===== src/rtl/uart_pkg.sv =====
// Shared types and constants for the UART transmit path.
package uart_pkg;

    // Serialiser states; the encoding is fixed at 2 bits.
    typedef enum logic [1:0] {
        IDLE  = 2'd0,
        START = 2'd1,
        DATA  = 2'd2,
        STOP  = 2'd3
    } uart_state_t;

    // Line levels for the framing bits of an 8N1 frame.
    localparam logic START_BIT = 1'b0;
    localparam logic STOP_BIT  = 1'b1;

    // Default baud divider when the instantiating level does not override it.
    localparam int CLKS_PER_BIT_DEF = 16;

endpackage


===== src/rtl/io_uart_tx_if.sv =====
// CPU-facing write port and FIFO status of the UART transmitter.
interface io_uart_tx_if #(
    parameter int DW         = 8,
    parameter int FIFO_DEPTH = 8
);
    logic                          wr_en;
    logic [DW-1:0]                 wr_data;
    logic                          full;
    logic                          empty;
    logic [$clog2(FIFO_DEPTH):0]   level;
    logic                          overflow;

    // CPU side: drives writes, watches the status flags.
    modport master (
        output wr_en, wr_data,
        input  full, empty, level, overflow
    );

    // Transmitter side: consumes writes, reports the status flags.
    modport slave (
        input  wr_en, wr_data,
        output full, empty, level, overflow
    );
endinterface


===== src/rtl/sync_fifo.sv =====
// Single-clock FIFO with occupancy counter and sticky overflow flag.
// A write while full is dropped even if a pop happens in the same cycle.
module sync_fifo #(
    parameter int DW    = 8,
    parameter int DEPTH = 8
) (
    input  logic                    clk,
    input  logic                    rst,
    input  logic                    push,
    input  logic [DW-1:0]           din,
    input  logic                    pop,
    output logic [DW-1:0]           dout,
    output logic                    full,
    output logic                    empty,
    output logic [$clog2(DEPTH):0]  level,
    output logic                    overflow
);
    localparam int AW = $clog2(DEPTH);
    localparam int LW = AW + 1;

    logic [DW-1:0] mem [DEPTH];
    logic [AW-1:0] wr_ptr;
    logic [AW-1:0] rd_ptr;
    logic          push_ok;
    logic          pop_ok;

    assign full    = (level == LW'(DEPTH));
    assign empty   = (level == '0);
    assign push_ok = push && !full;
    assign pop_ok  = pop && !empty;
    assign dout    = mem[rd_ptr];

    // Storage array: written only on an accepted push, never reset.
    always_ff @(posedge clk) begin
        if (push_ok) begin
            mem[wr_ptr] <= din;
        end
    end

    // Pointers, occupancy and overflow; pointers wrap naturally at DEPTH.
    always_ff @(posedge clk) begin
        if (rst) begin
            wr_ptr   <= '0;
            rd_ptr   <= '0;
            level    <= '0;
            overflow <= 1'b0;
        end else begin
            if (push_ok) begin
                wr_ptr <= wr_ptr + 1'b1;
            end
            if (pop_ok) begin
                rd_ptr <= rd_ptr + 1'b1;
            end
            if (push_ok && !pop_ok) begin
                level <= level + 1'b1;
            end else if (pop_ok && !push_ok) begin
                level <= level - 1'b1;
            end
            if (push && full) begin
                overflow <= 1'b1;
            end
        end
    end

endmodule


===== src/rtl/io_uart_tx.sv =====
// UART 8N1 transmitter fed by a byte FIFO from the CPU OUT path.
// tx is registered from the next-state decode so the start bit appears
// on the same edge that pops the byte.
module io_uart_tx
    import uart_pkg::*;
#(
    parameter int CLKS_PER_BIT = CLKS_PER_BIT_DEF,
    parameter int FIFO_DEPTH   = 8,
    parameter int DW           = 8
) (
    input  logic       clk,
    input  logic       rst,
    io_uart_tx_if.slave bus,
    output logic       busy,
    output logic       tx
);
    localparam int CW = $clog2(CLKS_PER_BIT);
    localparam logic [CW-1:0] CNT_MAX = CW'(CLKS_PER_BIT - 1);

    uart_state_t   state;
    uart_state_t   state_next;
    logic [CW-1:0] cnt;
    logic [CW-1:0] cnt_next;
    logic [2:0]    idx;
    logic [2:0]    idx_next;
    logic [DW-1:0] shift;
    logic [DW-1:0] shift_next;
    logic [DW-1:0] fifo_dout;
    logic          pop;
    logic          bit_done;

    sync_fifo #(
        .DW    (DW),
        .DEPTH (FIFO_DEPTH)
    ) u_fifo (
        .clk      (clk),
        .rst      (rst),
        .push     (bus.wr_en),
        .din      (bus.wr_data),
        .pop      (pop),
        .dout     (fifo_dout),
        .full     (bus.full),
        .empty    (bus.empty),
        .level    (bus.level),
        .overflow (bus.overflow)
    );

    assign bit_done = (cnt == CNT_MAX);
    assign busy     = (state != IDLE);

    // Next-state, baud counter, bit index, shift register and FIFO pop.
    always_comb begin
        state_next = state;
        cnt_next   = cnt;
        idx_next   = idx;
        shift_next = shift;
        pop        = 1'b0;
        case (state)
            IDLE: begin
                if (!bus.empty) begin
                    pop        = 1'b1;
                    shift_next = fifo_dout;
                    cnt_next   = '0;
                    state_next = START;
                end
            end
            START: begin
                if (bit_done) begin
                    cnt_next   = '0;
                    idx_next   = '0;
                    state_next = DATA;
                end else begin
                    cnt_next = cnt + 1'b1;
                end
            end
            DATA: begin
                if (bit_done) begin
                    cnt_next   = '0;
                    shift_next = shift >> 1;
                    if (idx == 3'd7) begin
                        state_next = STOP;
                    end else begin
                        idx_next = idx + 1'b1;
                    end
                end else begin
                    cnt_next = cnt + 1'b1;
                end
            end
            STOP: begin
                if (bit_done) begin
                    cnt_next   = '0;
                    state_next = IDLE;
                end else begin
                    cnt_next = cnt + 1'b1;
                end
            end
            default: begin
                state_next = IDLE;
            end
        endcase
    end

    // Control registers: state, baud counter, bit index and the tx line.
    always_ff @(posedge clk) begin
        if (rst) begin
            state <= IDLE;
            cnt   <= '0;
            idx   <= '0;
            tx    <= STOP_BIT;
        end else begin
            state <= state_next;
            cnt   <= cnt_next;
            idx   <= idx_next;
            case (state_next)
                START:   tx <= START_BIT;
                DATA:    tx <= shift_next[0];
                default: tx <= STOP_BIT;
            endcase
        end
    end

    // Data shift register, left without reset.
    always_ff @(posedge clk) begin
        shift <= shift_next;
    end

endmodule


===== src/flat_wrapper.sv =====
// flat-port wrapper written by rule: the top's interface ports become plain ports
module io_uart_tx_flat import uart_pkg::*;
#(
    parameter int CLKS_PER_BIT = CLKS_PER_BIT_DEF,
    parameter int FIFO_DEPTH   = 8,
    parameter int DW           = 8
)
  (clk, rst, busy, tx, bus_wr_en, bus_wr_data, bus_full, bus_empty, bus_level, bus_overflow);
  io_uart_tx_if #(.DW(DW), .FIFO_DEPTH(FIFO_DEPTH)) bus_i ();
  input  logic clk;
  input  logic rst;
  output logic busy;
  output logic tx;
  input wire logic [$bits(bus_i.wr_en)-1:0] bus_wr_en;
  input wire logic [$bits(bus_i.wr_data)-1:0] bus_wr_data;
  output wire logic [$bits(bus_i.full)-1:0] bus_full;
  output wire logic [$bits(bus_i.empty)-1:0] bus_empty;
  output wire logic [$bits(bus_i.level)-1:0] bus_level;
  output wire logic [$bits(bus_i.overflow)-1:0] bus_overflow;
  assign bus_i.wr_en = bus_wr_en;
  assign bus_i.wr_data = bus_wr_data;
  assign bus_full = bus_i.full;
  assign bus_empty = bus_i.empty;
  assign bus_level = bus_i.level;
  assign bus_overflow = bus_i.overflow;
  io_uart_tx #(.CLKS_PER_BIT(CLKS_PER_BIT), .FIFO_DEPTH(FIFO_DEPTH), .DW(DW)) u_core (.clk(clk), .rst(rst), .bus(bus_i), .busy(busy), .tx(tx));
endmodule

===== config.mk =====
export PLATFORM = sky130hd
export DESIGN_NAME = io_uart_tx_flat
export DESIGN_NICKNAME = d
export VERILOG_FILES = /design/src/rtl/uart_pkg.sv /design/src/rtl/io_uart_tx_if.sv /design/src/rtl/sync_fifo.sv /design/src/rtl/io_uart_tx.sv /design/src/flat_wrapper.sv
export SDC_FILE = /design/constraint.sdc
export NUM_CORES = 1
export LEC_CHECK = 0
export CAP_MARGIN = 10
export CORE_ASPECT_RATIO = 0.5
export CORE_MARGIN = 3
export CORE_UTILIZATION = 35
export CTS_CLUSTER_SIZE = 16
export DETAILED_ROUTE_END_ITERATION = 10
export PLACE_DENSITY = 0.58
export SLEW_MARGIN = 20
export SYNTH_ARGS = -nofsm -noshare
export SYNTH_HDL_FRONTEND = slang
export SYNTH_SLANG_ARGS = --single-unit
export TNS_END_PERCENT = 50

===== constraint.sdc =====
create_clock -name clk -period 7.2 [get_ports clk]
set_clock_uncertainty 0.15 [all_clocks]
set_input_delay 1.08 -clock clk [delete_from_list [all_inputs] [get_ports clk]]
set_output_delay 1.08 -clock clk [all_outputs]
set_load 0.01 [all_outputs]

Figure 1. Port wiring.
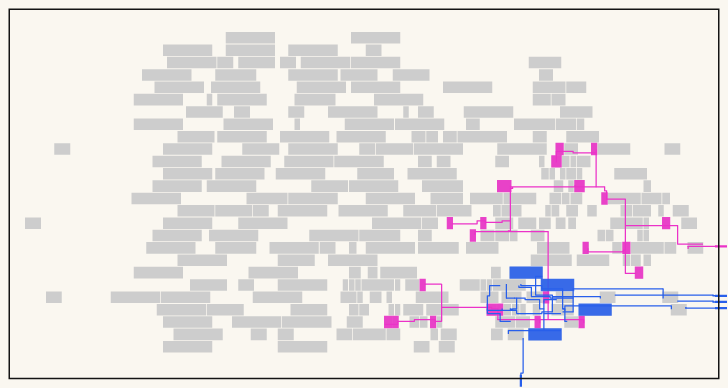
| port | color | bits | direction | end cells | buffers | wire |
|---|---|---|---|---|---|---|
| bus_level | blue | 4 | output | 4 | 4 | 233 um |
| rst | magenta | 1 | input | 22 | 1 | 227 um |
PortBufs: 19
# IOs: 20

Figure 2. Signal wires on met3.
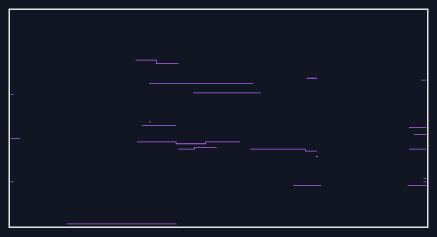
nets with wire on the layer: 15
main direction: horizontal
wire length on this layer: 258 um
total number of vias: 2108
grt met3 use: 0.0341

Figure 3. Register map, names as in the netlist.
Other sequential cells in the stronger gray, the rest of the logic in the fainter gray.
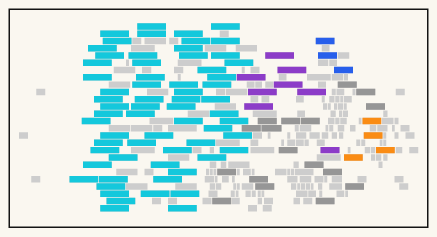
| name in the netlist | color | placed flops |
|---|---|---|
| u_core.cnt | orange | 4 |
| u_core.u_fifo.mem | cyan | 64 |
| u_core.shift | purple | 8 |
| u_core.idx | blue | 3 |
seq pwr: 0.000746 W
Seq/total area: 0.579

Figure 4. Placement view.
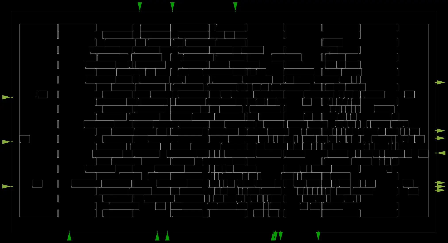
CORE AREA: 10600 um^2
fillers: 929
post-layout util: 0.430

Figure 5. Signal metal coverage by tile.
The die is cut into 31 by 16 equal tiles; black is low, pale yellow is high, scaled to the fullest tile. Values are wire area over tile area, all layers added.
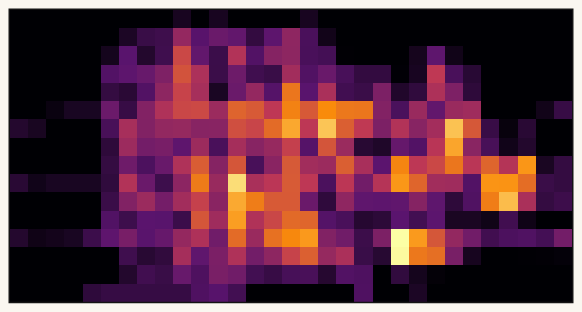
emptiest ninth of the die: north-east
tiles over half the peak: 14%
nearly empty tiles: 33%
densest ninth of the die: center
Post-Route WL: 7250 um
GRT Resource Usage Total: 0.124

==> metrics.csv <==
metric,value,unit
biggest regs,"u_core.u_fifo.mem x64, u_core.shift x8",
Netlist Area Pre-Place,3930,um^2
Final GP Congestion,0.773,
maximum VDD drop,0.122,mV
first-pass GRT wire length,11600,um
Num CTS Buffers,9,
vias per cell,5.06,
critical path buffer and inverter count,3,
post-CTS resize count,0,
most flop-heavy register,u_core.u_fifo.mem,
tool warning count,26,
Max-Cap Viols,0,
YS chip area,3930,um^2
DIE AREA,12600,um^2
max-slew headroom at the worst pin,0.403,
hold slack final,0.328,ns
Net Sw Frac,0.288,
crit path max fanout,6,
fin area,4550,um^2
layout cell share with drive strength beyond 1,0.170,
critical path cell sequence,"clkdlybuf4s50_1, nand2_2, inv_1, ha_1, inv_1, ha_1, a21oi_1, a211oi_1, a31oi_1, mux2_2",
max frequency,307,MHz
final hold violations,0,
total power,0.00158,W
"Reg clk slew, reported paths",0.06,ns
P&R area growth vs syn,15.7,%
CP top delay family,buffers and inverters,
# diodes,0,
status,completed,
CP max-delay cell,clkdlybuf4s50_1,
Commonest flop,edfxtp_1,
Yosys Instances,251,
worst stage delay on the critical path,0.51,ns
DP Cell Count,401,
fin nets,292,
[final cells by class]
cell class              instances  area (um^2)
clock buffers                  10          229
clock inverters                 6         67.6
fillers                       929         6030
inverters                       6         22.5
multi-input cells             138         1210
flip-flops and latches         96         2630
well taps                     140          175
repair buffers                 21          205
[path summary, 6_finish.rpt]
kind	end	slack [ns]	cells after the start
worst max-delay path	u_core.u_fifo.level[3]	3.94	10
worst min-delay path	u_core.u_fifo.overflow	0.33	2
worst max register to register	u_core.u_fifo.level[3]	4.18	10
worst min register to register	u_core.u_fifo.overflow	0.33	2
[cells in the mapped netlist (4+ instances only)]
| cell type | n | share of area |
|---|---|---|
| edfxtp_1 | 71 | 0.54 |
| dfxtp_1 | 25 | 0.13 |
| nor2_1 | 22 | 0.021 |
| mux4_2 | 16 | 0.092 |
| a21oi_1 | 11 | 0.014 |
| mux2i_1 | 9 | 0.023 |
| nand2_1 | 9 | 0.0086 |
| ha_1 | 8 | 0.025 |
| nand3_1 | 7 | 0.0089 |
| inv_1 | 6 | 0.0057 |
| o2bb2ai_1 | 6 | 0.013 |
| nor3_1 | 5 | 0.0064 |
| xor2_1 | 5 | 0.011 |
| buf_2 | 4 | 0.0051 |
[cell families (layout without fill, tap and decap cells)]
kind of cell,Yosys count,after routing,synth area share
xor gates and xnor gates,7,7,0.0156
muxes,27,27,0.120
adders and majority gates,9,9,0.0306
buffers and inverters,17,43,0.0255
AOI/OAI and AO/OA,31,31,0.0513
and+or+nand+nor,64,64,0.0869
DFF,96,96,0.670
[routing by layer]
metal  global-route usage  wire length [um]  vias up
li1                     -                 -     1007
met1                0.161              3520     1063
met2                0.202              3390       31
met3               0.0341               257        7
met4               0.0432                81        0
met5                    0                 0        -
Power is estimated from default activity; no workload was simulated.
